<file path="src/rtl/fifo_status.sv">
// fifo_status: single-clock FIFO with occupancy count, almost-full/almost-empty flags
// and sticky overflow/underflow. Define FIFO_STATUS_FWFT_EN for first-word-fall-through reads.
module fifo_status #(
    parameter int Word_Length       = 16,
    parameter int Depth_Of_FIFO     = 8,
    parameter int NBITS_FOR_COUNTER = $clog2(Depth_Of_FIFO + 1),
    parameter int AFULL_THRESH      = 6,
    parameter int AEMPTY_THRESH     = 2
) (
    input  logic                         clk,
    input  logic                         reset,
    input  logic                         push,
    input  logic [Word_Length-1:0]       DataInput,
    input  logic                         pop,
    input  logic                         clear_errors,
    output logic [Word_Length-1:0]       DataOutput,
    output logic                         full,
    output logic                         empty,
    output logic                         almost_full,
    output logic                         almost_empty,
    output logic [NBITS_FOR_COUNTER-1:0] count,
    output logic                         overflow,
    output logic                         underflow
);

    localparam int PTR_W = (Depth_Of_FIFO > 1) ? $clog2(Depth_Of_FIFO) : 1;
    localparam logic [PTR_W-1:0]             LAST_PTR = PTR_W'(Depth_Of_FIFO - 1);
    localparam logic [NBITS_FOR_COUNTER-1:0] DEPTH_C  = NBITS_FOR_COUNTER'(Depth_Of_FIFO);
    localparam logic [NBITS_FOR_COUNTER-1:0] AFULL_C  = NBITS_FOR_COUNTER'(AFULL_THRESH);
    localparam logic [NBITS_FOR_COUNTER-1:0] AEMPTY_C = NBITS_FOR_COUNTER'(AEMPTY_THRESH);

    logic [Word_Length-1:0] mem [Depth_Of_FIFO];
    logic [PTR_W-1:0]       wr_ptr;
    logic [PTR_W-1:0]       rd_ptr;
    logic                   pop_ok;
    logic                   push_ok;

    assign full         = (count == DEPTH_C);
    assign empty        = (count == '0);
    assign almost_full  = (count >= AFULL_C);
    assign almost_empty = (count <= AEMPTY_C);

    // A full FIFO still takes a push when a pop frees a slot in the same cycle.
    assign pop_ok  = pop && !empty;
    assign push_ok = push && (!full || pop_ok);

    always_ff @(posedge clk or negedge reset) begin
        if (!reset) begin
            wr_ptr <= '0;
            rd_ptr <= '0;
            count  <= '0;
        end else begin
            if (push_ok)
                wr_ptr <= (wr_ptr == LAST_PTR) ? '0 : wr_ptr + PTR_W'(1);
            if (pop_ok)
                rd_ptr <= (rd_ptr == LAST_PTR) ? '0 : rd_ptr + PTR_W'(1);
            if (push_ok && !pop_ok)
                count <= count + NBITS_FOR_COUNTER'(1);
            else if (pop_ok && !push_ok)
                count <= count - NBITS_FOR_COUNTER'(1);
        end
    end

    // A new error in the same cycle as clear_errors keeps the flag set.
    always_ff @(posedge clk or negedge reset) begin
        if (!reset) begin
            overflow  <= 1'b0;
            underflow <= 1'b0;
        end else begin
            if (push && !push_ok)
                overflow <= 1'b1;
            else if (clear_errors)
                overflow <= 1'b0;
            if (pop && empty)
                underflow <= 1'b1;
            else if (clear_errors)
                underflow <= 1'b0;
        end
    end

    always_ff @(posedge clk) begin
        if (push_ok)
            mem[wr_ptr] <= DataInput;
    end

`ifdef FIFO_STATUS_FWFT_EN
    assign DataOutput = empty ? '0 : mem[rd_ptr];
`else
    logic [Word_Length-1:0] dout_q;

    always_ff @(posedge clk or negedge reset) begin
        if (!reset)
            dout_q <= '0;
        else if (pop_ok)
            dout_q <= mem[rd_ptr];
    end

    assign DataOutput = dout_q;
`endif

endmodule

</file>
<file path="config.mk">
export PLATFORM = sky130hd
export DESIGN_NAME = fifo_status
export DESIGN_NICKNAME = d
export VERILOG_FILES = /design/src/rtl/fifo_status.sv
export SDC_FILE = /design/constraint.sdc
export NUM_CORES = 1
export LEC_CHECK = 0
export ABC_AREA = 1
export CAP_MARGIN = 25
export CORE_MARGIN = 2
export CORE_UTILIZATION = 45
export CTS_BUF_LIST = sky130_fd_sc_hd__clkbuf_16
export DETAILED_ROUTE_END_ITERATION = 6
export GPL_TIMING_DRIVEN = 0
export PLACE_DENSITY = 0.71
export SYNTH_ARGS = -nofsm -noshare
export SYNTH_HDL_FRONTEND = slang
export SYNTH_SLANG_ARGS = --single-unit
</file>
<file path="constraint.sdc">
create_clock -name clk -period 1.9 [get_ports clk]
set_input_delay 0.38 -clock clk [delete_from_list [all_inputs] [get_ports clk]]
set_output_delay 0.38 -clock clk [all_outputs]
set_load 0.05 [all_outputs]
</file>
Run 1, placement by cell class:
Fill, decap, tap and diode cells in gray.
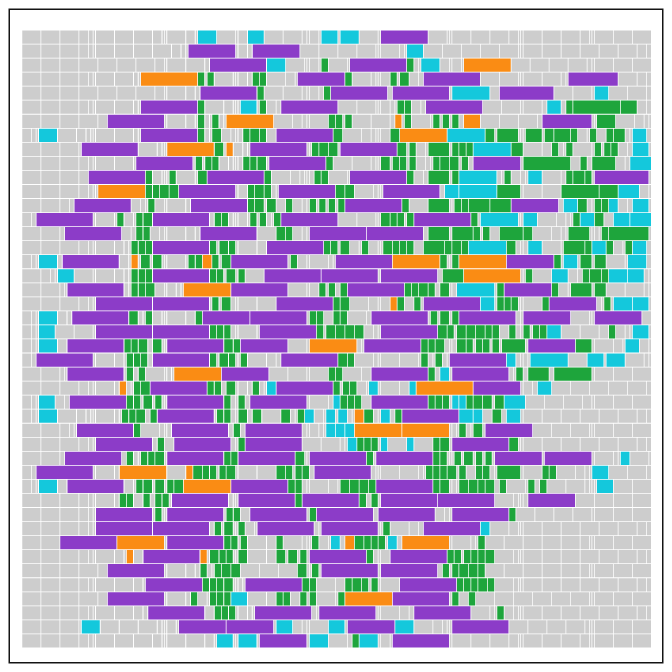
orange -> clock drivers and dummy loads  # cells 32, share of their area 7.0%
cyan -> other buffers and delay cells  # cells 95, share of their area 10%
purple -> flops  # cells 156, share of their area 56%
green -> combinational and other logic  # cells 473, share of their area 27%
fraction of area in registers: 54.2%
final instance area: 0.00840 mm^2
Final Core Density: 57.6%
Placeable Area: 0.0146 mm^2
row count: 44

Run 1, the clock network:
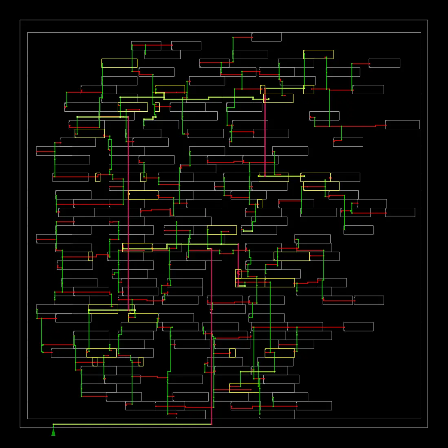
Num CTS Buffers: 17
clk_buf instances: 17
Clock Sinks: 156
clock skew: 6.52 ps
clk ins delay skew pair: 420 ps

Run 1, signal wires on met3:
Bar = 50 um.
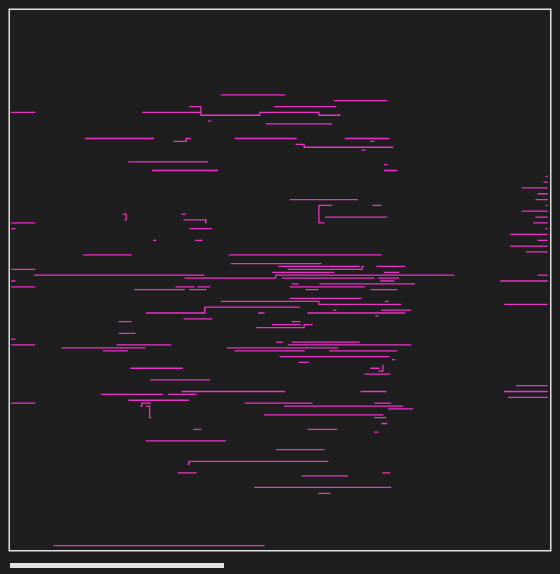
main direction = horizontal
wire length on this layer = 1,420 um
met3 GRT Util: 5.01%
Via Count: 4,875
Detailed Route WL: 16.6 mm

Run 1, wire density map:
Bar = 50 um. 25 x 25 tiles, from dark blue (low) to red (high), scaled to the fullest tile. Values are wire area over tile area, all layers added.
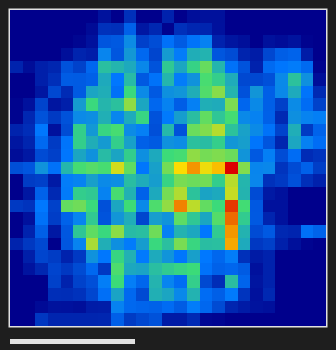
densest ninth of the die = middle
fullest tile = 0.77
mean over tiles = 0.17
nearly empty tiles = 18%
tiles over half the peak = 9.3%
Total GRT Usage: 21.6%
Routed wire per std cell: 17.6 um

==> run summary, run 1 <==
ys flops -> 156
combinational fraction of the cell area -> 20.8%
# setup viols final -> 1
critical path peak fanout -> 4
P_clk -> 3.29 mW
Final ANT Viol Nets -> 0
initial antenna violation count -> 0
RSZ-0062 raised after global routing -> true
CTS root buf -> clkbuf_16
Combinational Gates -> 356
Worst R2R Start -> count[0]
most frequent cells in the layout -> 215 x nand2_1, 128 x edfxtp_1, 118 x inv_1
Synth Area in Simple Gates -> 21.0%
CTS tree -> built
crit path DAT -> 2330 ps
maximum VDD drop -> 734 uV
worst rel slew slack -> 48.7%
register area -> 0.00455 mm^2
YS chip area -> 0.00673 mm^2
slowest stage delay, CP -> 490 ps
xor/xnor share -> 0.260%
max-cap violations -> 0
register area share after synthesis -> 67.5%
Compound Share, Synth -> 0.855%
die height -> 126 um
failing checks -> negative setup slack
Synth Instances -> 656
mux frac, synth -> 0%
chip area -> 0.0159 mm^2
RR Endpoint -> count[3]
PnR worst setup slack -> -76.7 ps
Overflow after GRT -> 0
Largest logic family -> simple AND/OR/NAND/NOR gates
Max power group -> combinational cells
Inst Count DP -> 886
Mapped Nets -> 685
adder-cell share of the synthesized area -> 1.60%
status -> finished, violations left
Crit. End Element -> flop
DRT Pass-1 Iters -> 7
count of different cell masters after synthesis -> 24
Int Power -> 8.15 mW
# Cells Yosys -> 656
worst r2r path cells -> 13
H-tree depth -> 4
largest net degree at the start of global routing -> 29
share of cells above drive strength 1 -> 13.6%
FILL cells -> 1,155
type of the worst setup path -> reg -> reg
Sw Share -> 40.3%
Comb pwr share -> 41.3%
tool warnings -> 29
crit path launch type -> flop
fin cells -> 940
logic area -> 0.00174 mm^2
Ant. Diodes -> 0
Max-area cell class -> sequential cells
run 1: worst max-delay path: cells and delay by family, from the launching register on:
kind	cells	cell delay, ps
fa+ha+maj	2	360
buf+inv	2	120
simple gates	9	940
flops	1	490
run 1: cell families after synthesis:
group	Yosys count
AND-OR/OR-AND	11
XOR/XNOR	2
adder cells (fa/ha/maj)	8
buffers and inverters	144
flip-flops	156
AND/OR/NAND/NOR	335
run 1: metrics by stage:
stage          hold WS [ps]  setup slack (ps)  power (mW)  utilization [%]
4_1_cts                59.4              -100        13.5             57.1
3_3_place_gp            464              -969        9.88             51.6
5_1_grt                85.4              -179        14.4             57.6
2_1_floorplan          84.4              -231        8.32                -
6_report               23.8             -76.7        13.7             57.6
3_5_place_dp            471             -1060        10.1             51.5
run 1: cell usage after synthesis, drive strengths merged:
master | n | share of area (%)
or2 | 1 | 0.093
nand4 | 1 | 0.093
clkinv | 1 | 0.056
inv | 116 | 6.5
nor4 | 1 | 0.093
dfrtp | 28 | 10
xnor2 | 2 | 0.26
nand2 | 220 | 12
buf | 21 | 1.9
nor2 | 12 | 0.95
edfxtp | 128 | 57
o21ai | 9 | 0.67
fa | 1 | 0.30
o22ai | 2 | 0.19
clkbuf | 6 | 0.33
nand3 | 100 | 7.4
ha | 7 | 1.3
run 1: routing by layer:
layer | global-route usage [%] | wire (um)
met1 | 27.4 | 6590
met2 | 35.0 | 8010
met3 | 5.01 | 1420
met4 | 10.8 | 524
met5 | 0 | 0
run 1: state kept, by name (all words and copies together), names as in the netlist:
name and count:
overflow 1, mem 128, rd_ptr 3, underflow 1
wr_ptr 3, count 4, DataOutput 16
run 1: what timing repair did:
| action | in CTS | in global routing |
|---|---|---|
| pin swaps | 11 | 3 |
| setup buffers | 18 | 4 |
| endpoints found under the setup margin | 157 | 70 |
| gates resized | 58 | 13 |
## Run 2: what changed since run 1
--- a/config.mk
+++ b/config.mk
@@ -12,7 +12,7 @@
 export CTS_BUF_LIST = sky130_fd_sc_hd__clkbuf_16
 export DETAILED_ROUTE_END_ITERATION = 6
 export GPL_TIMING_DRIVEN = 0
-export PLACE_DENSITY = 0.71
+export PLACE_DENSITY = 0.69
 export SYNTH_ARGS = -nofsm -noshare
 export SYNTH_HDL_FRONTEND = slang
 export SYNTH_SLANG_ARGS = --single-unit
==> constraint.sdc (replaced) <==
create_clock -name clk -period 2 [get_ports clk]
set_input_delay 0.4 -clock clk [delete_from_list [all_inputs] [get_ports clk]]
set_output_delay 0.4 -clock clk [all_outputs]
set_load 0.05 [all_outputs]
Run 2, signal wires on met3:
Bar = 50 um.
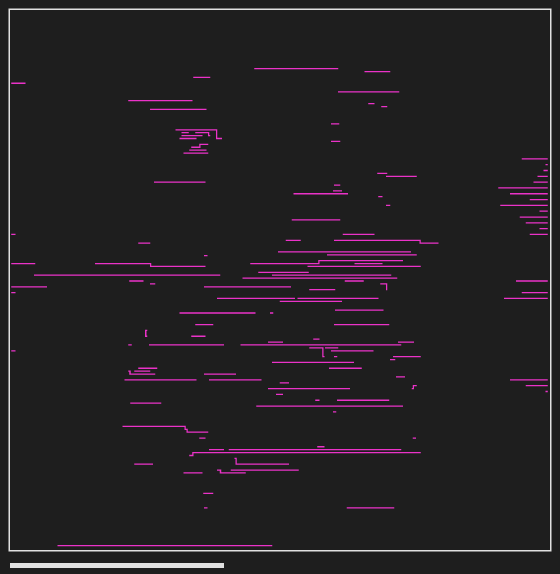
Detailed Route WL: 16.0 mm
met3 GRT Util: 4.72%
Via Count: 4,828

==> run summary, run 2 <==
status -> complete, no violations (was finished, violations left)
worst r2r path cells -> 10 (was 13)
Hold WC Path Type -> in -> async (unchanged)
Area growth, synth to finish -> 24.3% (was 24.9%)
cell accounting for the most synthesized area -> edfxtp_1 (unchanged)
Inst Count DP -> 894 (was 886)
Mapped Nets -> 685 (unchanged)
chip area -> 0.0159 mm^2 (unchanged)
count of different cell masters after synthesis -> 24 (unchanged)
share of cells above drive strength 1 -> 14.1% (was 13.6%)
FILL cells -> 1,135 (was 1,155)
Worst path top cell family by delay -> buffers and inverters (was simple AND/OR/NAND/NOR gates)
Init Core Util -> 46.1% (unchanged)
total power -> 12.9 mW (was 13.7 mW)
CTS tree -> built (unchanged)
initial antenna violation count -> 0 (unchanged)
die height -> 126 um (unchanged)
crit path launch type -> flop (unchanged)
CP Data Required Time -> 1600 ps (was 2260 ps)
DR WL met3 -> 1.20 mm (was 1.42 mm)
Primary FF master, synth -> edfxtp_1 (unchanged)
Max power group -> combinational cells (unchanged)
most frequent cells in the layout -> 215 x nand2_1, 128 x edfxtp_1, 115 x inv_1 (was 215 x nand2_1, 128 x edfxtp_1, 118 x inv_1)
number of enable flip-flop cells -> 128 (unchanged)
critical path peak fanout -> 2 (was 4)
Worst R2R Start -> count[1] (was count[0])
type of the worst setup path -> reg -> out (was reg -> reg)
met1 GRT Util -> 26.7% (was 27.4%)
H-tree depth -> 4 (unchanged)
pwr dens -> 1540 mW/mm^2 (was 1620 mW/mm^2)
max-cap violations -> 0 (unchanged)
clock skew -> 5.13 ps (was 6.52 ps)
Int Power -> 7.73 mW (was 8.15 mW)
crit path DAT -> 1560 ps (was 2330 ps)
Largest Register -> mem (unchanged)
worst rel slew slack -> 47.8% (was 48.7%)
Sw Share -> 39.9% (was 40.3%)
Comb pwr share -> 40.4% (was 41.3%)
met2 Usage GRT -> 33.5% (was 35.0%)
Initial DRC Count -> 636 (was 464)
# setup viols final -> 0 (was 1)
ys flops -> 156 (unchanged)
FFs w/ async S/R, synth -> 17.9% (unchanged)
CTS root buf -> clkbuf_16 (unchanged)
Num CTS Buffers -> 17 (unchanged)
YS chip area -> 0.00673 mm^2 (unchanged)
# Cells Yosys -> 656 (unchanged)
Residual DRC -> 0 (unchanged)
row count -> 44 (unchanged)
P_clk -> 3.19 mW (was 3.29 mW)
main area contributors -> edfxtp_1 57%, nand2_1 12%, dfrtp_1 10% (unchanged)
count leader, synth -> nand2_1 (unchanged)
DRT Pass-1 Iters -> 6 (was 7)
number of flip-flops in the largest register -> 128 (unchanged)
Buf+Inv Stages, Crit Path -> 1 (was 2)
met2 wire len -> 7.77 mm (was 8.01 mm)
slowest stage delay, CP -> 800 ps (was 490 ps)
RR Endpoint -> count[1] (was count[3])
Final Hold Fails -> 0 (unchanged)
Overflow after GRT -> 0 (unchanged)
final worst path period need -> 1960 ps
Crit. End Element -> output pin (was flop)
top cells by count -> 219 x nand2_1, 128 x edfxtp_1, 114 x inv_1 (unchanged)
register area share after synthesis -> 67.5% (unchanged)
Clock Sinks -> 156 (unchanged)
port bufs -> 46 (unchanged)
Ant. Diodes -> 0 (unchanged)
final instance area -> 0.00837 mm^2 (was 0.00840 mm^2)
clk ins delay skew pair -> 430 ps (was 420 ps)
tool warnings -> 28 (was 29)
Synth Instances -> 656 (unchanged)
clk slew on worst S/H paths -> 60 ps (about the same)
die width -> 126 um (unchanged)
Final ANT Viol Nets -> 0 (unchanged)
largest net degree at the start of global routing -> 29 (unchanged)
Max Slew Vio Count -> 0 (unchanged)
r2r setup slk -> 50 ps (was -80 ps)
Placeable Area -> 0.0146 mm^2 (unchanged)
fin cells -> 941 (was 940)
top sig layer -> met4 (unchanged)
Max clock buf depth -> 2 (unchanged)
maximum VDD drop -> 675 uV (was 734 uV)
RSZ-0062 raised after global routing -> true (unchanged)
Syn Area/Cell -> 10.3 um^2 (unchanged)
vias in the first global route -> 4,726 (was 4,904)
GRT busiest layer -> met2 (unchanged)
Synth top area share -> 57.1% (unchanged)
post-route met1 wirelength -> 6.51 mm (was 6.59 mm)
Run 2, wire density map:
Bar = 50 um. 25 x 25 tiles, from dark blue (low) to red (high), scaled to the fullest tile. Values are wire area over tile area, all layers added.
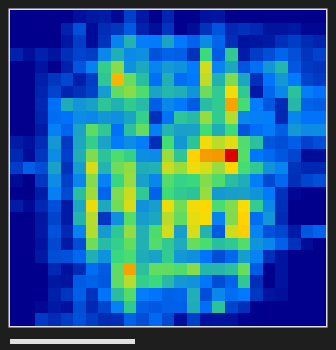
Routed wire per std cell: 17.0 um
Total GRT Usage: 20.8%

## run 2: layout make-up
cell class / instances / area, um^2 / share of cell area, %
Sequential cell: 156 / 4550 / 54.4
Clock buffer: 17 / 425 / 5.09
Tap cell: 184 / 230 / 2.75
Multi-Input combinational cell: 356 / 1710 / 20.4
Timing Repair Buffer: 71 / 699 / 8.36
Buffer: 26 / 136 / 1.63
Inverter: 117 / 454 / 5.43
Clock inverter: 14 / 158 / 1.88
## run 2: worst max path at each step
| stage | slack (ps) | end | cells past startpoint |
|---|---|---|---|
| 4_1_cts | 6 | DataOutput[11] | 1 |
| 5_1_grt | -70 | count[3] | 13 |
| 6_report | 40 | overflow | 1 |
| 2_1_floorplan | -230 | mem[0][0] | 6 |
| 3_3_place_gp | -1240 | mem[7][15] | 7 |
| 3_5_place_dp | -640 | mem[1][1] | 8 |
## run 2: cell families (layout without fill, tap and decap cells)
group,after synthesis,in the layout,share of synthesized area [%]
AND-OR/OR-AND,11,11,0.855
buffers and inverters,144,245,8.76
flip-flops,156,156,67.5
AND/OR/NAND/NOR,335,335,21.0
XOR/XNOR,2,2,0.260
adder cells (fa/ha/maj),8,8,1.60
## run 2: stage by stage
stage	setup slack (ps)	hold WS [ps]	util, %
2_1_floorplan	-232	104	-
3_3_place_gp	-1240	467	51.3
3_5_place_dp	-645	467	52.2
4_1_cts	5.84	64.7	56.7
5_1_grt	-72.6	108	57.3
6_report	35.8	49.7	57.3
## run 2: repair_timing
| action | CTS | global route |
|---|---|---|
| hold buffers | 0 | 0 |
| gates resized | 48 | 14 |
| setup endpoints to repair | 91 | 55 |
| buffers inserted | 10 | 8 |
| pin swaps | 6 | 14 |
## Run 3: what changed since run 2
--- a/config.mk
+++ b/config.mk
@@ -7,12 +7,15 @@
 export LEC_CHECK = 0
 export ABC_AREA = 1
 export CAP_MARGIN = 25
+export CELL_PAD_IN_SITES_DETAIL_PLACEMENT = 1
+export CELL_PAD_IN_SITES_GLOBAL_PLACEMENT = 2
 export CORE_MARGIN = 2
-export CORE_UTILIZATION = 45
+export CORE_UTILIZATION = 41
 export CTS_BUF_LIST = sky130_fd_sc_hd__clkbuf_16
 export DETAILED_ROUTE_END_ITERATION = 6
+export DONT_BUFFER_PORTS = 1
 export GPL_TIMING_DRIVEN = 0
-export PLACE_DENSITY = 0.69
+export PLACE_DENSITY = 0.83
 export SYNTH_ARGS = -nofsm -noshare
 export SYNTH_HDL_FRONTEND = slang
 export SYNTH_SLANG_ARGS = --single-unit
==> run summary, run 3 <==
status -> finished, violations left (was complete, no violations)
failing checks -> negative setup slack
worst rel slew slack -> 50.9% (was 47.8%)
share of cells above drive strength 1 -> 15.7% (was 14.1%)
clk ins delay skew pair -> 430 ps (about the same)
total power -> 13.1 mW (was 12.9 mW)
Overflow after GRT -> 0 (unchanged)
Hold Slack -> 60.1 ps (was 49.7 ps)
Final Hold Fails -> 0 (unchanged)
cell accounting for the most synthesized area -> edfxtp_1 (unchanged)
met1 GRT Util -> 27.6% (was 26.7%)
Worst R2R Start -> count[1] (unchanged)
count of different cell masters after synthesis -> 24 (unchanged)
Hold WC Path Type -> in -> reg (was in -> async)
Ant. Diodes -> 0 (unchanged)
most frequent cells in the layout -> 215 x nand2_1, 128 x edfxtp_1, 112 x inv_1 (was 215 x nand2_1, 128 x edfxtp_1, 115 x inv_1)
PnR worst setup slack -> -198 ps (was 35.8 ps)
type of the worst setup path -> reg -> reg (was reg -> out)
max-cap violations -> 0 (unchanged)
Largest Register -> mem (unchanged)
H-tree depth -> 4 (unchanged)
top cells by count -> 219 x nand2_1, 128 x edfxtp_1, 114 x inv_1 (unchanged)
Buf+Inv Stages, Crit Path -> 3 (was 1)
pwr dens -> 1610 mW/mm^2 (was 1540 mW/mm^2)
Max clock buf depth -> 2 (unchanged)
CTS root buf -> clkbuf_16 (unchanged)
Num CTS Buffers -> 17 (unchanged)
FFs w/ async S/R, synth -> 17.9% (unchanged)
die width -> 132 um (was 126 um)
worst r2r path cells -> 14 (was 10)
met3 GRT Util -> 5.57% (was 4.72%)
Comb pwr share -> 32.8% (was 40.4%)
chip area -> 0.0174 mm^2 (was 0.0159 mm^2)
GRT busiest layer -> met2 (unchanged)
Setup crit end -> count[3] (was overflow)
largest net degree at the start of global routing -> 29 (unchanged)
row count -> 46 (was 44)
Syn Area/Cell -> 10.3 um^2 (unchanged)
Crit. path cell count -> 14 (was 1)
vias in the first global route -> 5,229 (was 4,726)
# setup viols final -> 4 (was 0)
fin cells -> 931 (was 941)
Max Slew Vio Count -> 0 (unchanged)
Int Power -> 7.74 mW (was 7.73 mW)
Sw Share -> 40.9% (was 39.9%)
Synth top area share -> 57.1% (unchanged)
Area growth, synth to finish -> 21.2% (was 24.3%)
Initial DRC Count -> 334 (was 636)
register area share after synthesis -> 67.5% (unchanged)
maximum VDD drop -> 676 uV (was 675 uV)
final worst path period need -> 2200 ps (was 1960 ps)
number of flip-flops in the largest register -> 128 (unchanged)
slowest stage delay, CP -> 590 ps (was 800 ps)
Residual DRC -> 0 (unchanged)
critical path peak fanout -> 7 (was 2)
die height -> 132 um (was 126 um)
Placeable Area -> 0.0159 mm^2 (was 0.0146 mm^2)
==> run 3: cell counts after synthesis <==
Identical to the previous run, type by type.
==> run 3: worst register-to-register path: stages, from the launching register on <==
cell and delay, ps:
dfrtp_4 590, nor2_4 70, nand2_2 110, clkinv_4 140
nor2_8 130, clkinv_4 80, ha_4 180, inv_6 70
ha_4 190, or2_4 260, nand2_2 70, nand3_2 60
nand2_1 60, nand2_1 50, nand2_1 80
==> run 3: cells by family after synthesis <==
| kind of cell | synth area share (%) |
|---|---|
| simple gates | 21.0 |
| flops | 67.5 |
| buf+inv | 8.76 |
| compound gates | 0.855 |
| fa+ha+maj | 1.60 |
| xor+xnor | 0.260 |
==> run 3: power groups by stage <==
stage          clock (mW)  combinational (mW)  sequential (mW)
5_1_grt              3.64                4.72             5.39
3_5_place_dp            0                3.91             5.37
3_3_place_gp            0                3.59             5.35
6_report             3.49                4.29             5.32
4_1_cts              3.52                4.21             5.32
2_1_floorplan           0                2.57             5.26
==> run 3: final cells by class <==
| type | count | area [um^2] | share of cell area, % |
|---|---|---|---|
| clock buffers | 17 | 425 | 5.22 |
| plain buffers | 26 | 136 | 1.67 |
| flip-flops and latches | 156 | 4560 | 55.9 |
| clock inverters | 15 | 205 | 2.52 |
| inverters | 117 | 460 | 5.65 |
| repair buffers | 28 | 348 | 4.27 |
| multi-input cells | 356 | 1750 | 21.4 |
| well taps | 216 | 270 | 3.32 |
==> run 3: per-layer routing <==
metal,vias to the layer above,part of all wire (%)
li1,2199,-
met1,2421,43
met2,110,51
met3,32,4.2
met4,0,2.2
met5,-,0
==> run 3: repair_timing <==
action	4_1_cts	5_1_grt
pin swaps	15	11
buffers inserted	11	6
gates resized	21	10
setup endpoints to repair	133	134
hold endpoints to repair	28	0
hold buffers	2	0
Run 3, placement by cell class:
Fill, decap, tap and diode cells in gray.
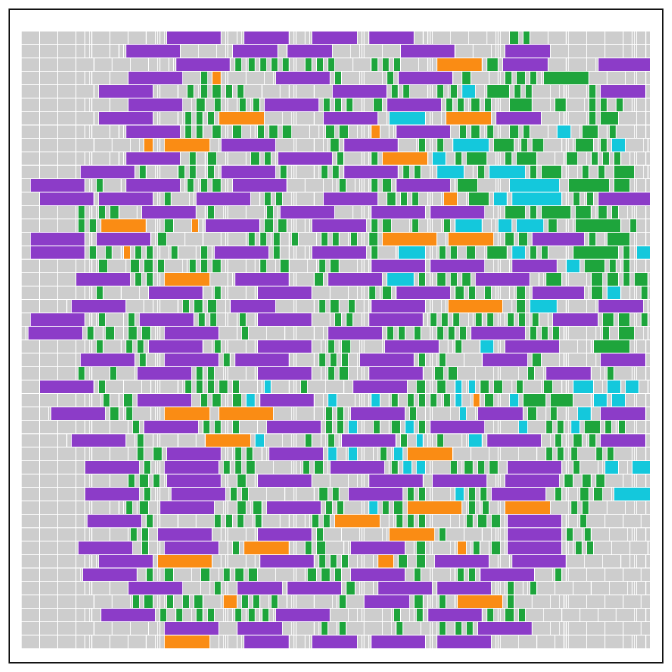
green -> combinational and other logic  # cells 473, share of their area 28%
purple -> flops  # cells 156, share of their area 58%
orange -> clock drivers and dummy loads  # cells 32, share of their area 8.0%
cyan -> other buffers and delay cells  # cells 54, share of their area 6.1%
Final Core Density: 51.1%
final instance area: 0.00815 mm^2

Run 3, wire density map:
Bar = 50 um. 26 x 26 tiles, from dark blue (low) to red (high), scaled to the fullest tile. Values are wire area over tile area, all layers added.
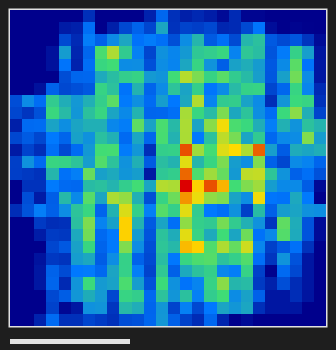
mean over tiles = 0.17
fullest tile = 0.59
tiles over half the peak = 14%
densest ninth of the die = middle
nearly empty tiles = 12%
Routed wire per std cell: 20.3 um
Detailed Route WL: 18.9 mm
Via Count: 4,762
Total GRT Usage: 22.6%

Power is estimated from default activity; no workload was simulated.
